==> config.mk <==
export PLATFORM = sky130hd
export DESIGN_NAME = pe_config_loader_flat
export DESIGN_NICKNAME = d
export VERILOG_FILES = /design/src/rtl/pe_cfg_if.sv /design/src/rtl/pe_config_loader.sv /design/src/flat_wrapper.sv
export SDC_FILE = /design/constraint.sdc
export NUM_CORES = 1
export LEC_CHECK = 0
export ABC_AREA = 1
export ABC_CLOCK_PERIOD_IN_PS = 1890
export CAP_MARGIN = 20
export CORE_UTILIZATION = 47
export DETAILED_ROUTE_END_ITERATION = 10
export PLACE_DENSITY = 0.8
export SETUP_SLACK_MARGIN = 0.1
export SYNTH_ARGS = -nofsm -noshare
export SYNTH_HDL_FRONTEND = slang
export SYNTH_SLANG_ARGS = --single-unit
==> constraint.sdc <==
create_clock -name clk -period 1.89 [get_ports clk]
set_input_delay 0.378 -clock clk [delete_from_list [all_inputs] [get_ports clk]]
set_output_delay 0.378 -clock clk [all_outputs]
set_load 0.01 [all_outputs]
==> src/rtl/pe_cfg_if.sv <==
// Host-side instruction stream into the PE config loader: a valid/ready word channel.
interface pe_cfg_if #(
    parameter int INST_W = 28
) ();
    logic              cfg_valid;
    logic              cfg_ready;
    logic [INST_W-1:0] cfg_data;

    modport master (output cfg_valid, output cfg_data, input cfg_ready);
    modport slave  (input cfg_valid, input cfg_data, output cfg_ready);
endinterface

==> src/rtl/pe_config_loader.sv <==
// Loads a host instruction stream PE-major into NUM_PE config buffers, then runs
// num_ctx contexts in every PE and pulses done.
module pe_config_loader #(
    parameter int INST_W = 28,
    parameter int DEPTH  = 16,
    parameter int NUM_PE = 4,
    localparam int CW    = $clog2(DEPTH + 1),
    localparam int PW    = (NUM_PE > 1) ? $clog2(NUM_PE) : 1
) (
    input  logic              clk,
    input  logic              rst,
    input  logic              i_start,
    input  logic [CW-1:0]     i_num_ctx,
    pe_cfg_if.slave           cfg,
    output logic              o_pe_rst,
    output logic [INST_W-1:0] o_pe_inst,
    output logic [NUM_PE-1:0] o_pe_init,
    output logic              o_pe_run,
    output logic              o_busy,
    output logic              o_done,
    output logic              o_err
);
    typedef enum logic [2:0] {S_IDLE, S_CLR, S_LOAD, S_DRAIN, S_RUN, S_FIN} state_t;

    state_t            r_state, w_state_nxt;
    logic [CW-1:0]     r_num_ctx, w_num_ctx_nxt;
    logic [CW-1:0]     r_ctx_cnt, w_ctx_cnt_nxt;
    logic [CW-1:0]     r_run_cnt, w_run_cnt_nxt;
    logic [PW-1:0]     r_pe_cnt, w_pe_cnt_nxt;
    logic [INST_W-1:0] r_pe_inst, w_pe_inst_nxt;
    logic [NUM_PE-1:0] r_pe_init, w_pe_init_nxt;
    logic              w_err_nxt;
    logic              r_cfg_ready, r_pe_rst, r_pe_run, r_busy, r_done, r_err;
    logic              w_xfer, w_last_ctx, w_last_pe;

    assign w_xfer     = (r_state == S_LOAD) && r_cfg_ready && cfg.cfg_valid;
    assign w_last_ctx = (r_ctx_cnt == r_num_ctx - CW'(1));
    assign w_last_pe  = (r_pe_cnt == PW'(NUM_PE - 1));

    always_comb begin
        w_state_nxt   = r_state;
        w_num_ctx_nxt = r_num_ctx;
        w_ctx_cnt_nxt = r_ctx_cnt;
        w_run_cnt_nxt = r_run_cnt;
        w_pe_cnt_nxt  = r_pe_cnt;
        w_pe_inst_nxt = r_pe_inst;
        w_pe_init_nxt = '0;
        w_err_nxt     = 1'b0;
        case (r_state)
            S_IDLE: begin
                if (i_start) begin
                    if (i_num_ctx != '0 && i_num_ctx <= CW'(DEPTH)) begin
                        w_num_ctx_nxt = i_num_ctx;
                        w_state_nxt   = S_CLR;
                    end else begin
                        w_err_nxt = 1'b1;
                    end
                end
            end
            S_CLR: begin
                w_ctx_cnt_nxt = '0;
                w_pe_cnt_nxt  = '0;
                w_state_nxt   = S_LOAD;
            end
            S_LOAD: begin
                if (w_xfer) begin
                    w_pe_inst_nxt = cfg.cfg_data;
                    w_pe_init_nxt = NUM_PE'(1) << r_pe_cnt;
                    if (w_last_ctx) begin
                        w_ctx_cnt_nxt = '0;
                        // The final word leaves pe_cnt on the last PE rather than wrapping it.
                        if (w_last_pe) begin
                            w_state_nxt = S_DRAIN;
                        end else begin
                            w_pe_cnt_nxt = r_pe_cnt + PW'(1);
                        end
                    end else begin
                        w_ctx_cnt_nxt = r_ctx_cnt + CW'(1);
                    end
                end
            end
            S_DRAIN: begin
                w_run_cnt_nxt = '0;
                w_state_nxt   = S_RUN;
            end
            S_RUN: begin
                if (r_run_cnt == r_num_ctx - CW'(1)) begin
                    w_state_nxt = S_FIN;
                end else begin
                    w_run_cnt_nxt = r_run_cnt + CW'(1);
                end
            end
            S_FIN: begin
                w_state_nxt = S_IDLE;
            end
            default: begin
                w_state_nxt = S_IDLE;
            end
        endcase
    end

    // State-qualified outputs are registered from the state being entered, so they
    // line up exactly with the cycles spent in that state.
    always_ff @(posedge clk) begin
        if (rst) begin
            r_state     <= S_IDLE;
            r_num_ctx   <= '0;
            r_ctx_cnt   <= '0;
            r_run_cnt   <= '0;
            r_pe_cnt    <= '0;
            r_pe_inst   <= '0;
            r_pe_init   <= '0;
            r_cfg_ready <= 1'b0;
            r_pe_rst    <= 1'b0;
            r_pe_run    <= 1'b0;
            r_busy      <= 1'b0;
            r_done      <= 1'b0;
            r_err       <= 1'b0;
        end else begin
            r_state     <= w_state_nxt;
            r_num_ctx   <= w_num_ctx_nxt;
            r_ctx_cnt   <= w_ctx_cnt_nxt;
            r_run_cnt   <= w_run_cnt_nxt;
            r_pe_cnt    <= w_pe_cnt_nxt;
            r_pe_inst   <= w_pe_inst_nxt;
            r_pe_init   <= w_pe_init_nxt;
            r_cfg_ready <= (w_state_nxt == S_LOAD);
            r_pe_rst    <= (w_state_nxt == S_CLR);
            r_pe_run    <= (w_state_nxt == S_RUN);
            r_busy      <= (w_state_nxt != S_IDLE);
            r_done      <= (w_state_nxt == S_FIN);
            r_err       <= w_err_nxt;
        end
    end

    assign cfg.cfg_ready = r_cfg_ready;
    assign o_pe_rst      = r_pe_rst;
    assign o_pe_inst     = r_pe_inst;
    assign o_pe_init     = r_pe_init;
    assign o_pe_run      = r_pe_run;
    assign o_busy        = r_busy;
    assign o_done        = r_done;
    assign o_err         = r_err;
endmodule
==> src/flat_wrapper.sv <==
// flat-port wrapper written by rule: the top's interface ports become plain ports
module pe_config_loader_flat 
#(
    parameter int INST_W = 28,
    parameter int DEPTH  = 16,
    parameter int NUM_PE = 4,
    localparam int CW    = $clog2(DEPTH + 1),
    localparam int PW    = (NUM_PE > 1) ? $clog2(NUM_PE) : 1
)
  (clk, rst, i_start, i_num_ctx, o_pe_rst, o_pe_inst, o_pe_init, o_pe_run, o_busy, o_done, o_err, cfg_cfg_valid, cfg_cfg_data, cfg_cfg_ready);
  pe_cfg_if #(.INST_W(INST_W)) cfg_i ();
  input  logic clk;
  input  logic rst;
  input  logic i_start;
  input  logic [CW-1:0] i_num_ctx;
  output logic o_pe_rst;
  output logic [INST_W-1:0] o_pe_inst;
  output logic [NUM_PE-1:0] o_pe_init;
  output logic o_pe_run;
  output logic o_busy;
  output logic o_done;
  output logic o_err;
  input wire logic [$bits(cfg_i.cfg_valid)-1:0] cfg_cfg_valid;
  input wire logic [$bits(cfg_i.cfg_data)-1:0] cfg_cfg_data;
  output wire logic [$bits(cfg_i.cfg_ready)-1:0] cfg_cfg_ready;
  assign cfg_i.cfg_valid = cfg_cfg_valid;
  assign cfg_i.cfg_data = cfg_cfg_data;
  assign cfg_cfg_ready = cfg_i.cfg_ready;
  pe_config_loader #(.INST_W(INST_W), .DEPTH(DEPTH), .NUM_PE(NUM_PE)) u_core (.clk(clk), .rst(rst), .i_start(i_start), .i_num_ctx(i_num_ctx), .cfg(cfg_i), .o_pe_rst(o_pe_rst), .o_pe_inst(o_pe_inst), .o_pe_init(o_pe_init), .o_pe_run(o_pe_run), .o_busy(o_busy), .o_done(o_done), .o_err(o_err));
endmodule
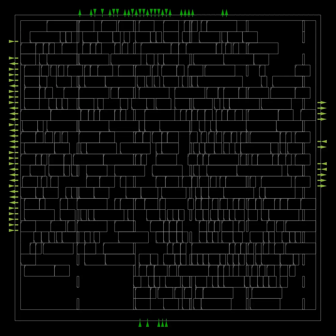
**Above:** placement view.
final core occ: 70.43%
core area: 5107 µm²

==> deck_impl_summary.md <==
Flow Results at a Glance

Cells and area
  – Clock-cell share of area: 6.052%
  – Layout cell share with drive strength beyond 1: 9.602%
  – P&R area growth vs syn: 44.40%
  – Multi-input logic area: 1189 µm²
  – Logic Gate Count: 240
  – Fraction of area in multi-input gates: 33.04%
  – Nets: 463
  – Final cell count without fillers: 497

Timing
  – Max Clk Rate: 611.5 MHz
  – Crit path time final: 1635 ps

Power
  – Top power group: sequential cells
  – PwrDens: 789.7 nW/µm²

Worst hold path
  – Hold depth: 2

Placement
  – Post-detail-place hpwl: 4.170 mm
  – # placed instances: 481
  – Placed cell areas: 3349 µm²

Synthesis
  – Number of library cell types mapped by synthesis: 25
  – Synth Area in Simple Gates: 31.69%
  – Avg Inst Size Synth: 7.327 µm²
  – Yosys Chip Area: 2491 µm²
  – Logic family by area: simple AND/OR/NAND/NOR gates

Setup path
  – CP Class: reg -> out
  – Arr. time, crit path: 1260 ps
  – Worst setup SP type: flip-flop
  – Crit-path max FO: 2
  – Req. time, crit path: 1510 ps
  – CP Depth: 1
  – Critical-path top delay cell: clkdlybuf4s50_1

Clock tree
  – Num CTS Buffers: 9
  – Maximum root-to-sink buffer count: 2
  – CTS tree: built
  – CTS sink cnt: 58
  – CTS Root Cell: clkbuf_8
  – CTS Hold Bufs: 0

Route
  – Drt first-iter violations: 137
  – Via count: 2412
  – Wire per inst: 11.59 µm

Global routing
  – Most Crowded Layer GR: met2
  – Vias in the first global route: 2171
  – M1 GR Usage: 27.27%

Status
  – Status: complete, no violations

Floorplanning
  – # Taps: 70
  – Die width: 74.81 µm
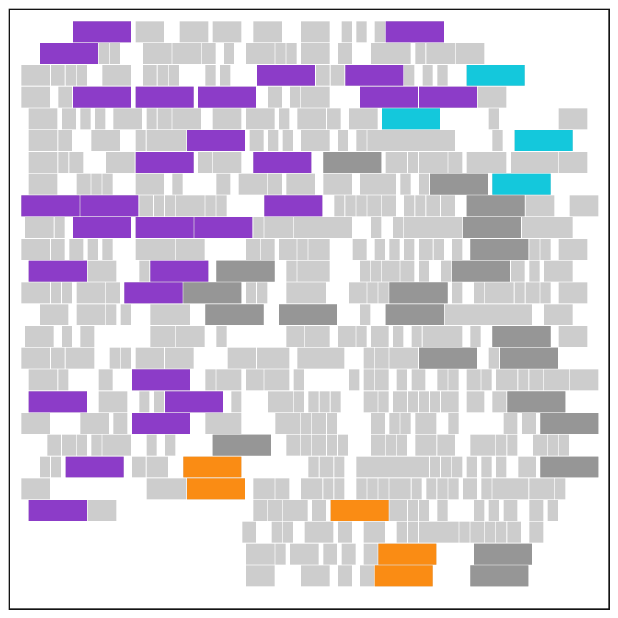
**Above:** where the registers sit.
(8 px per µm)
- `u_core.o_pe_init`: cyan (sequential cells 4; where north-east)
- `u_core.o_pe_inst`: purple (sequential cells 28)
- `u_core.r_num_ctx`: orange (sequential cells 5)
sequential power: 0.00127 W
FF/Latch Area: 1161 µm²
fraction of area in registers: 32.28%

-- final timing paths --
path | end | slack (ps) | startpoint
worst max-delay path | o_pe_inst[20] | 250 | u_core.o_pe_inst[20]$_SDFFE_PP0P_
worst min-delay path | u_core.o_pe_inst[22]$_SDFFE_PP0P_ | 480 | u_core.o_pe_inst[22]$_SDFFE_PP0P_
worst max register to register | u_core.r_ctx_cnt[2]$_SDFFE_PP0P_ | 260 | u_core.r_num_ctx[0]$_SDFFE_PP0P_
worst min register to register | u_core.o_pe_inst[22]$_SDFFE_PP0P_ | 480 | u_core.o_pe_inst[22]$_SDFFE_PP0P_
-- registers in the layout, summed over array words and instances (netlist names) --
| register | cells |
|---|---|
| u_core.o_pe_inst | 28 |
| u_core.r_ctx_cnt | 5 |
| u_core.r_num_ctx | 5 |
| u_core.r_run_cnt | 5 |
| u_core.o_pe_init | 4 |
| u_core.r_state | 3 |
| u_core.r_pe_cnt | 2 |
| u_core.cfg.cfg_ready | 1 |
| u_core.o_busy | 1 |
| u_core.o_done | 1 |
| u_core.o_err | 1 |
| u_core.o_pe_rst | 1 |
| u_core.o_pe_run | 1 |
-- synth_stat cells --
cell	count
nor2_1	86
dfxtp_1	58
nand2_1	52
o21ai_0	34
inv_1	30
nand3_1	26
a21oi_1	12
clkbuf_1	6
xor2_1	5
ha_1	4
xnor2_1	4
nand4_1	3
buf_2	2
nand2_2	2
nand2_4	2
nand3b_1	2
nor2_2	2
nor3_1	2
nor3_4	2
buf_1	1
buf_4	1
buf_6	1
inv_2	1
mux2i_1	1
nand3_4	1
No activity file was given, so power comes from the tool's default toggle rates.
